Placed cells, one colour a class:
Bar = 20 µm. Fill, decap, tap and diode cells in grey.
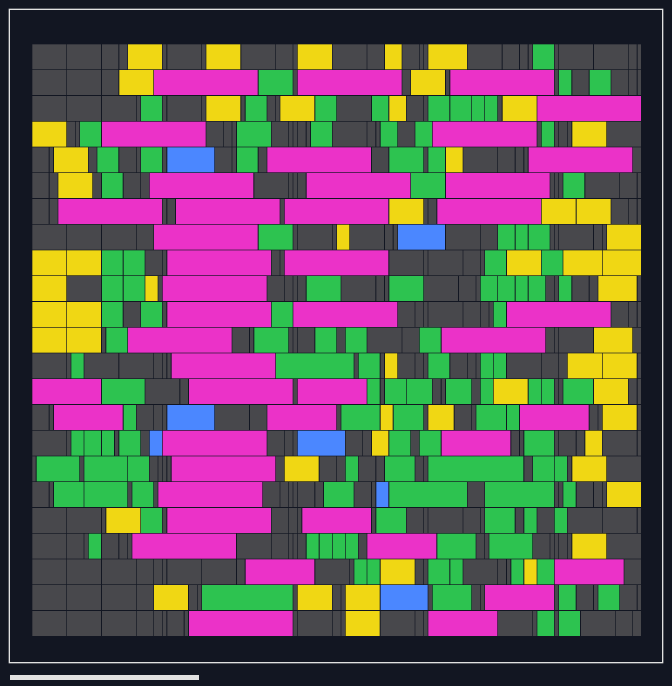
Routed clock nets over the placement:
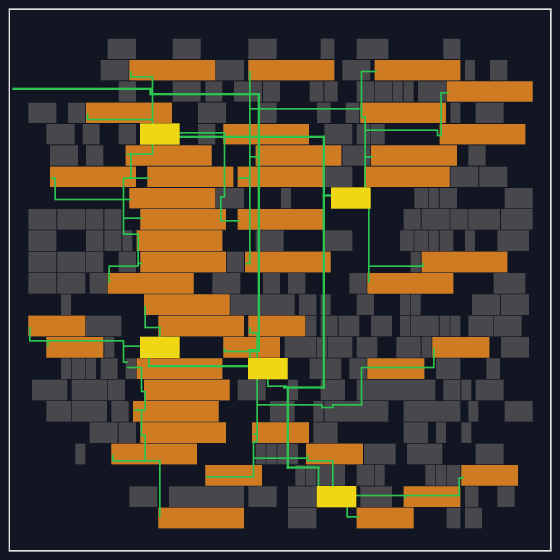
==> config.mk <==
export PLATFORM = sky130hd
export DESIGN_NAME = resp_merger
export DESIGN_NICKNAME = d
export VERILOG_FILES = /design/src/rtl/resp_merger.sv
export SDC_FILE = /design/constraint.sdc
export NUM_CORES = 1
export LEC_CHECK = 0
export CAP_MARGIN = 20
export CORE_MARGIN = 2
export CORE_UTILIZATION = 49
export DETAILED_ROUTE_END_ITERATION = 8
export GPL_TIMING_DRIVEN = 0
export PLACE_DENSITY_LB_ADDON = 0.15
export SYNTH_ARGS = -nofsm -noshare
export SYNTH_HDL_FRONTEND = slang
export SYNTH_SLANG_ARGS = --single-unit
==> constraint.sdc <==
create_clock -name clk -period 3 [get_ports clk]
set_input_delay 0.6 -clock clk [delete_from_list [all_inputs] [get_ports clk]]
set_output_delay 0.6 -clock clk [all_outputs]
set_load 0.05 [all_outputs]
==> results.py <==
# Metrics from the implementation run
metrics = {
    "sta": {
        "final.setup.tns_ps": 0,
        "measured_slew_at_the_worst_slew_check_pin_ps": 496,
        "setup_violators_final": 0,
    },
    "detailed_routing": {
        "routed-via-count": 1369,
        "avgViaCountPerCell": 5.00,
    },
    "logic_synthesis": {
        "postSynth.topFlopCell": "edfxtp_1",
        "synth.cellmix.xorXnorShare_pct": 1.27,
        "synth_stat.cells": 169,
        "mappedNetlistArea_um2": 2060,
        "number_of_storage_elements_in_the_synthesis_netlist": 44,
        "synth-async-reset-ratio_pct": 0,
        "yosys_area_um2": 2060,
        "synthesis.nets": 208,
    },
    "grt": {
        "grt_use_met1_pct": 22.7,
        "grt_antenna_before_repair": 0,
        "grt_util_met3_pct": 5.19,
    },
    "cells_and_area": {
        "flop_area_um2": 1200,
        "largest_reg_flops": 24,
        "num_antenna_cells": 0,
        "seq_area_share_pct": 45.0,
        "comb_share_pct": 29.7,
        "dominant-cell-class": "sequential cells",
        "filler_free_cell_count_of_the_finished_design": 274,
        "layout.comb_gates.multi_input": 108,
    },
    "critical_path": {
        "critPathRequiredTime_ps": 2400,
        "startpoint_type": "flip-flop",
        "timing.critical_path.arrival_ps": 2300,
    },
    "place": {
        "placement.cell_area_um2": 2610,
        "dpl.cell_count": 267,
    },
    "floorplan": {
        "die_height_um": 68.9,
        "initCoreUtil_pct": 51.2,
        "chip_area_um2": 4740,
    },
    "outcome": {
        "status": "finished, final reports clean",
    },
    "power": {
        "pwr-share-seq_pct": 50.8,
        "p_int_mw": 1.01,
        "pwr-share-comb_pct": 25.8,
        "comb_power_uw": 372,
    },
}
## Picture notes: 'placed cells, one colour a class'
colour	class	cells
green	remaining logic cells	118
blue	clock drivers and dummy loads	7
yellow	remaining buffers and delay cells	55
magenta	registers	44
final cell area excluding filler cells: 2670 µm²
floorplan core area: 4030 µm²

## Picture notes: 'routed clock nets over the placement'
[green] clock wires | length: 518 µm
[orange] flip-flops | count: 44
[yellow] clock-net drivers | count: 5
routed clock nets	6
proportion of power drawn by the clock network: 23.5%
skew final: 10.8 ps

critical path, stage by stage, from the launching register on:
cell and delay, ps:
dfxtp_1 390, mux4_2 590, buf_2 250, mux2i_1 160, o21ai_0 210, clkdlybuf4s15_2 400
placed cells by master (no fill, tap or decap), types with 2 or more instances in the layout:
cell              n
nand2_1          11
nor2b_1           4
nand2b_1          4
buf_2             3
clkdlybuf4s15_2   5
clkinv_1          2
clkdlybuf4s50_1  39
mux2i_1           8
and2_1           29
clkbuf_2          2
a21oi_1           3
edfxtp_1         32
nor2_1           12
clkbuf_1          5
clkbuf_8          5
a31oi_1           2
o21ai_0           9
inv_1            10
xor2_1            2
mux2_1            2
o31a_1            2
dfxtp_1          12
ha_1              5
repair_timing:
action	4_1_cts	5_1_grt
resized	32	8
gates cloned	0	0
endpoints found under the setup margin	9	4
hold endpoints to repair	0	0
synth_stat cells, types with 2 or more instances:
master | n | area share (%)
a21oi_1 | 3 | 0.73
mux2_1 | 2 | 1.1
nand2_1 | 11 | 2.0
a31oi_1 | 2 | 0.61
and2_1 | 29 | 8.8
edfxtp_1 | 32 | 47
dfxtp_1 | 12 | 12
o21ai_0 | 9 | 2.2
mux2i_1 | 8 | 3.9
o31a_1 | 2 | 0.85
ha_1 | 5 | 3.0
nand2b_1 | 4 | 1.2
xor2_1 | 2 | 0.85
nor2b_1 | 4 | 1.2
clkbuf_1 | 5 | 0.91
inv_1 | 10 | 1.8
nor2_1 | 12 | 2.2
layer usage:
| layer | part of all wire [%] | wire, µm |
|---|---|---|
| met5 | 0 | 0 |
| met4 | 1.9 | 74 |
| met3 | 6.9 | 272 |
| met2 | 47 | 1860 |
| met1 | 44 | 1720 |
Power and IR drop assume default switching activity.
